### config.mk
export PLATFORM = sky130hd
export DESIGN_NAME = mult_div_unit
export DESIGN_NICKNAME = d
export VERILOG_FILES = /design/src/rtl/mult_div_unit.sv
export SDC_FILE = /design/constraint.sdc
export NUM_CORES = 1
export LEC_CHECK = 0
export CORE_MARGIN = 8
export CORE_UTILIZATION = 40
export CTS_CLUSTER_SIZE = 16
export DETAILED_ROUTE_END_ITERATION = 10
export HOLD_SLACK_MARGIN = 0.02
export SLEW_MARGIN = 20
export SYNTH_ARGS = -nofsm -noshare
export SYNTH_HDL_FRONTEND = slang
export SYNTH_SLANG_ARGS = --single-unit
### constraint.sdc
create_clock -name clk -period 8.57 [get_ports clk]
set_input_delay 2.571 -clock clk [delete_from_list [all_inputs] [get_ports clk]]
set_output_delay 2.571 -clock clk [all_outputs]
set_load 0.1 [all_outputs]
### src/rtl/mult_div_unit.sv
// mult_div_unit: iterative 32-bit multiply/divide unit with HI/LO registers.
//
// Multiply is a shift-add over 32 cycles. Divide is a restoring divide over
// 32 cycles. Signed operations iterate on operand magnitudes, and the signs
// are applied on the final edge. MTHI/MTLO writes land directly in HI/LO
// whenever the unit is not busy.
//
// Build option:
//   MULTDIV_DIV_EN  when defined, the divider datapath is compiled in.
//                   When undefined, DIV/DIVU are accepted but complete on the
//                   next edge and leave HI/LO untouched.
//
// Ports:
//   clk      rising-edge clock
//   reset    asynchronous, active-high reset
//   start    issue request (accepted when not busy)
//   op       00 MULT, 01 MULTU, 10 DIV, 11 DIVU
//   rsData   operand A (multiplicand / dividend)
//   rtData   operand B (multiplier / divisor)
//   hiWrite  MTHI request
//   loWrite  MTLO request
//   wrData   MTHI/MTLO data
//   busy     operation in progress
//   done     one-cycle completion pulse
//   hi, lo   result registers
//
// state  | meaning
// -------+--------------------------------------------------------------
// S_IDLE | waiting for start; MTHI/MTLO accepted
// S_RUN  | one shift-add / restoring-divide iteration per cycle, 32 cycles
// S_DONE | result valid on hi/lo, done=1; start here issues back-to-back

module mult_div_unit #(
   parameter int XLEN = 32
) (
   input  logic            clk,
   input  logic            reset,
   input  logic            start,
   input  logic [1:0]      op,
   input  logic [XLEN-1:0] rsData,
   input  logic [XLEN-1:0] rtData,
   input  logic            hiWrite,
   input  logic            loWrite,
   input  logic [XLEN-1:0] wrData,
   output logic            busy,
   output logic            done,
   output logic [XLEN-1:0] hi,
   output logic [XLEN-1:0] lo
);

   localparam int CNT_W = $clog2(XLEN);

   typedef enum logic [1:0] {
      S_IDLE = 2'd0,
      S_RUN  = 2'd1,
      S_DONE = 2'd2
   } state_t;

   state_t state, state_nxt;

   logic [CNT_W-1:0]  cnt;
   logic [2*XLEN-1:0] acc, acc_nxt;
   logic [XLEN-1:0]   opb;
   logic              neg_lo;
   logic [XLEN-1:0]   res_hi, res_lo;

   logic              accept, last, run_op;
   logic              a_neg, b_neg;
   logic [XLEN-1:0]   mag_a, mag_b;
   logic [XLEN:0]     mul_sum;
   logic [2*XLEN-1:0] mul_nxt, prod_fix;

   assign accept = start && (state != S_RUN);
   assign last   = (state == S_RUN) && (cnt == CNT_W'(XLEN-1));
   assign busy   = (state == S_RUN);
   assign done   = (state == S_DONE);

   // op[0]=0 selects the signed forms (MULT, DIV)
   assign a_neg = ~op[0] & rsData[XLEN-1];
   assign b_neg = ~op[0] & rtData[XLEN-1];
   assign mag_a = a_neg ? -rsData : rsData;
   assign mag_b = b_neg ? -rtData : rtData;

`ifdef MULTDIV_DIV_EN
   assign run_op = 1'b1;
`else
   // without the divider, DIV/DIVU skip RUN entirely
   assign run_op = ~op[1];
`endif

   always_ff @(posedge clk or posedge reset) begin
      if (reset) state <= S_IDLE;
      else       state <= state_nxt;
   end

   always_comb begin
      state_nxt = state;
      case (state)
         S_RUN: begin
            if (last) state_nxt = S_DONE;
         end
         S_IDLE, S_DONE: begin
            if (accept)                state_nxt = run_op ? S_RUN : S_DONE;
            else if (state == S_DONE)  state_nxt = S_IDLE;
         end
         default: state_nxt = S_IDLE;
      endcase
   end

   // Multiply: acc = {partial, multiplier}; add multiplicand when lsb set,
   // then shift the 33-bit sum (carry included) back in from the top.
   assign mul_sum  = {1'b0, acc[2*XLEN-1:XLEN]} + (acc[0] ? {1'b0, opb} : '0);
   assign mul_nxt  = {mul_sum, acc[XLEN-1:1]};
   assign prod_fix = neg_lo ? -acc_nxt : acc_nxt;

`ifdef MULTDIV_DIV_EN
   logic              is_div_q, neg_hi, div0_q;
   logic [XLEN:0]     rem_sh, div_diff;
   logic [2*XLEN-1:0] div_nxt;
   logic [XLEN-1:0]   quot, rem;

   // Divide: acc = {remainder, dividend}; shift one dividend bit into the
   // remainder and keep the trial subtraction when it does not borrow.
   assign rem_sh   = acc[2*XLEN-1:XLEN-1];
   assign div_diff = rem_sh - {1'b0, opb};
   assign div_nxt  = div_diff[XLEN] ? {acc[2*XLEN-2:0], 1'b0}
                                    : {div_diff[XLEN-1:0], acc[XLEN-2:0], 1'b1};
   assign acc_nxt  = is_div_q ? div_nxt : mul_nxt;
   assign quot     = acc_nxt[XLEN-1:0];
   assign rem      = acc_nxt[2*XLEN-1:XLEN];

   // A zero divisor never borrows, so the remainder ends up as |dividend|
   // and the sign fix restores the original dividend; only LO is forced.
   // 0x80000000 / -1 falls out naturally: -(0x80000000) wraps to itself.
   always_comb begin
      res_hi = prod_fix[2*XLEN-1:XLEN];
      res_lo = prod_fix[XLEN-1:0];
      if (is_div_q) begin
         res_hi = neg_hi ? -rem : rem;
         res_lo = div0_q ? '1 : (neg_lo ? -quot : quot);
      end
   end
`else
   assign acc_nxt = mul_nxt;

   always_comb begin
      res_hi = prod_fix[2*XLEN-1:XLEN];
      res_lo = prod_fix[XLEN-1:0];
   end
`endif

   always_ff @(posedge clk or posedge reset) begin
      if (reset) begin
         cnt      <= '0;
         acc      <= '0;
         opb      <= '0;
         neg_lo   <= 1'b0;
         hi       <= '0;
         lo       <= '0;
`ifdef MULTDIV_DIV_EN
         is_div_q <= 1'b0;
         neg_hi   <= 1'b0;
         div0_q   <= 1'b0;
`endif
      end else if (state == S_RUN) begin
         cnt <= cnt + CNT_W'(1);
         acc <= acc_nxt;
         if (last) begin
            hi <= res_hi;
            lo <= res_lo;
         end
      end else if (accept) begin
         // start wins over a same-edge MTHI/MTLO
         cnt    <= '0;
         acc    <= {{XLEN{1'b0}}, (op[1] ? mag_a : mag_b)};
         opb    <= op[1] ? mag_b : mag_a;
         neg_lo <= a_neg ^ b_neg;
`ifdef MULTDIV_DIV_EN
         is_div_q <= op[1];
         neg_hi   <= a_neg;
         div0_q   <= (rtData == '0);
`endif
      end else begin
         if (hiWrite) hi <= wrData;
         if (loWrite) lo <= wrData;
      end
   end

endmodule

### Clock wires, drivers and flops, run 1

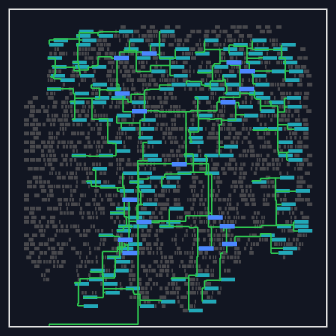
cells driving clock nets: in blue, count 17. clock wires: in green, length 2510 um. flip-flops: in cyan, count 168.
Position of the flops: widely spread.
clk_skew: 11.7 ps
Clock Power Share: 0.123
clock latency on the worst-skew pair: 450 ps
P_clk: 0.000757 W

### Track usage over the die, run 1

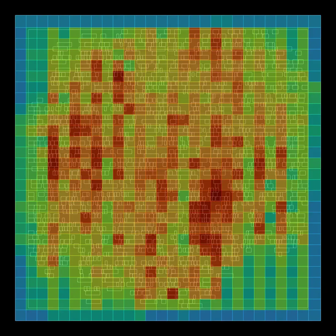
Final Core Density: 0.483
GR Util All Layers: 0.233
most used routing layer: met2
grt met1 use: 0.319
DR WL/cell: 21.0 um

### Selected gate families, run 1

The bar under the picture is 50 um long.
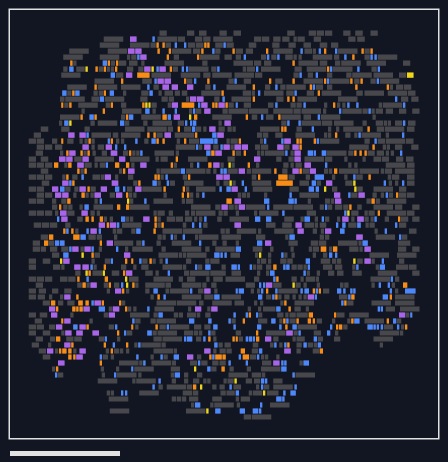
inverters: in yellow, cells 28, where widely spread. NAND gates: in blue, cells 325, where widely spread. XOR/XNOR gates: in purple, cells 130. NOR gates: in orange, cells 231, where widely spread.

==> out/metrics.csv, run 1 <==
metric,value,unit
Mapped Avg Cell Area,7.87,um2
H-tree Lvls,4,
logic share of the area,0.529,
cells in synth_stat.txt,1612,
Leak,6.21,nW
met3 WL,2150,um
top_reg_cell synth,dfrtp_1,
R2R cell count,13,
VDD IR max,196,uV
Post-Synthesis Cell Area,12700,um2
Synth Area in Adders,0.0381,
filler instances,3111,
most frequent logic cell in the layout,nand2_1,
Clock Sinks,168,
RSZ-0062 raised after global routing,no,
post-layout period usage of the worst path,0.670,
Post-synth area hogs,"dfrtp_1 33%, nand2_1 6.6%, o21ai_0 5.7%, nor2_1 5.3%, xnor2_1 5.1%",
Comb pwr share,0.632,
height of the die,194,um
reg2reg end,hi[22],
worst r2r src,acc[0],
max_cap viols,0,
drt initial violations,977,
status,"complete, no violations",
chip area,37700,um2
Reg area,4210,um2
Top Family by Delay on Critical Path,simple AND/OR/NAND/NOR gates,
"EDFF count, synth",0,
cell-internal power,0.00264,W
"CTS clk-pin slew, worst paths",70,ps
Biggest register,acc,
Top Consumer,combinational cells,
post-DP HPWL,34500,um
Tapcells,402,
Post-synth ARST share,1.00,
# clk buffers,18,
Syn Nets,1753,
setup ws final,2830,ps
post-route cell area,15200,um2
CTS tree,built,
first-pass GRT wire length,70200,um
share of layout cells above drive strength 1,0.0487,
Synth logic family,simple AND/OR/NAND/NOR gates,
relative slew slack,0.286,
CP peak stage delay,650,ps
MUX area fraction,0.0268,
Seq group,0.00151,W
Log Warnings,26,
Final Hold Fails,0,
RePlAce Congestion,0.976,
# setup viols final,0,
Final #Nets,1853,
GRT overflow,0,
Combinational Power,0.00389,W
# DRC,0,
Non-Filler Instances,2127,
FP Util,0.404,
Inverters excl. clock,28,
Startpoint Class,input pin,
Psw,0.00351,W
Synth Area in Simple Gates,0.253,
==> inputs of run 2 (changes only) <==
==> constraint.sdc (replaced) <==
create_clock -name clk -period 4.77 [get_ports clk]
set_input_delay 1.431 -clock clk [delete_from_list [all_inputs] [get_ports clk]]
set_output_delay 1.431 -clock clk [all_outputs]
set_load 0.1 [all_outputs]
==> run 2 against run 1 <==
  * Synthesized area unchanged
  * Sequential cell count unchanged
  * Sequential power increased by 74%
  * Clock skew increased by 4.7 ps
  * Die area unchanged
  * Final cell count increased by 2.2%
  * Total power increased by 86%
  * Final area increased by 2.7%
  * Largest cell class unchanged
  * Highest routed layer unchanged
==> out/metrics.csv, run 2 <==
metric,value,unit
cell-internal power,0.00504,W
DR WL/cell,20.4,um
Syn Nets,1753,
top_reg_cell synth,dfrtp_1,
Comb pwr share,0.643,
cells in synth_stat.txt,1612,
Leak,6.45,nW
post-layout period usage of the worst path,0.928,
Post-synth ARST share,1.00,
CP peak stage delay,670,ps
RSZ-0062 raised after global routing,no,
most used routing layer,met2,
Post-synth area hogs,"dfrtp_1 33%, nand2_1 6.6%, o21ai_0 5.7%, nor2_1 5.3%, xnor2_1 5.1%",
Log Warnings,28,
Top Consumer,combinational cells,
RePlAce Congestion,0.950,
filler instances,3073,
Synth Area in Adders,0.0381,
Final #Nets,1899,
Biggest register,acc,
GR Util All Layers,0.232,
Tapcells,402,
GRT overflow,0,
clk_skew,16.4,ps
"CTS clk-pin slew, worst paths",70,ps
Final Core Density,0.496,
Final Hold Fails,0,
Clock Power Share,0.126,
post-DP HPWL,34700,um
# DRC,0,
Synth Area in Simple Gates,0.253,
CTS tree,built,
Synth logic family,simple AND/OR/NAND/NOR gates,
grt met1 use,0.308,
chip area,37700,um2
"EDFF count, synth",0,
FP Util,0.404,
Inverters excl. clock,28,
drt initial violations,1008,
H-tree Lvls,4,
status,"complete, no violations",
P_clk,0.00144,W
share of layout cells above drive strength 1,0.0740,
first-pass GRT wire length,69700,um
R2R cell count,13,
### Selected gate families, run 2

The bar under the picture is 50 um long.
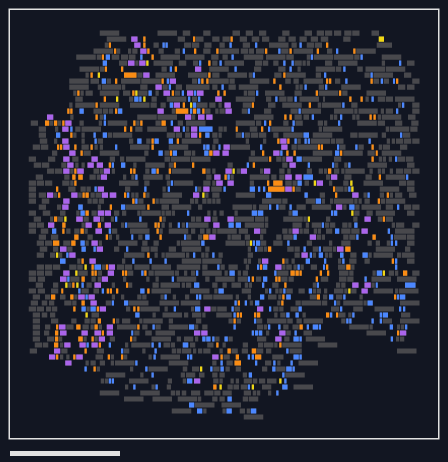
NAND gates: in blue, cells 325, where widely spread. NOR gates: in orange, cells 231, where widely spread. inverters: in yellow, cells 28, where widely spread. XOR/XNOR gates: in purple, cells 130.
logic share of the area: 0.515
Non-Filler Instances: 2173
most frequent logic cell in the layout: nand2_1

### Drive-strength map, run 2

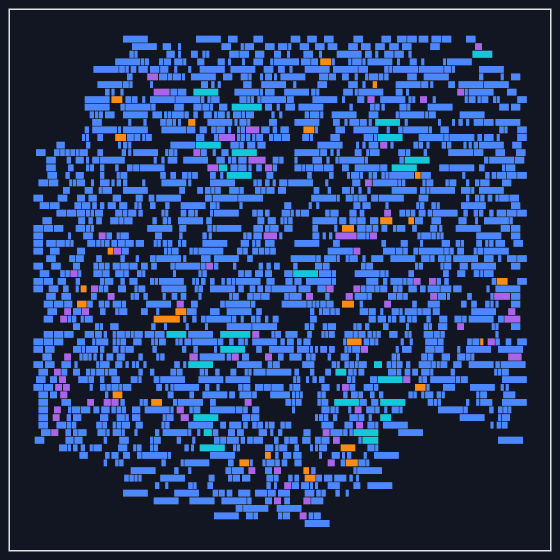
drive 3 to 4: in purple, cells 76, share 4.3%, most used buf_4. drive 6 and up: in cyan, cells 27, share 1.5%, most used clkbuf_16. drive 2: in orange, cells 28, share 1.6%, most used mux2_2. drive 1 or less: in blue, cells 1639, share 93%, most used nand2_1.
setup ws final: 344 ps
post-route cell area: 15600 um2
area grow syn2layout: 22.8%
Buffers, non-clock: 227

Power and IR drop assume default switching activity.
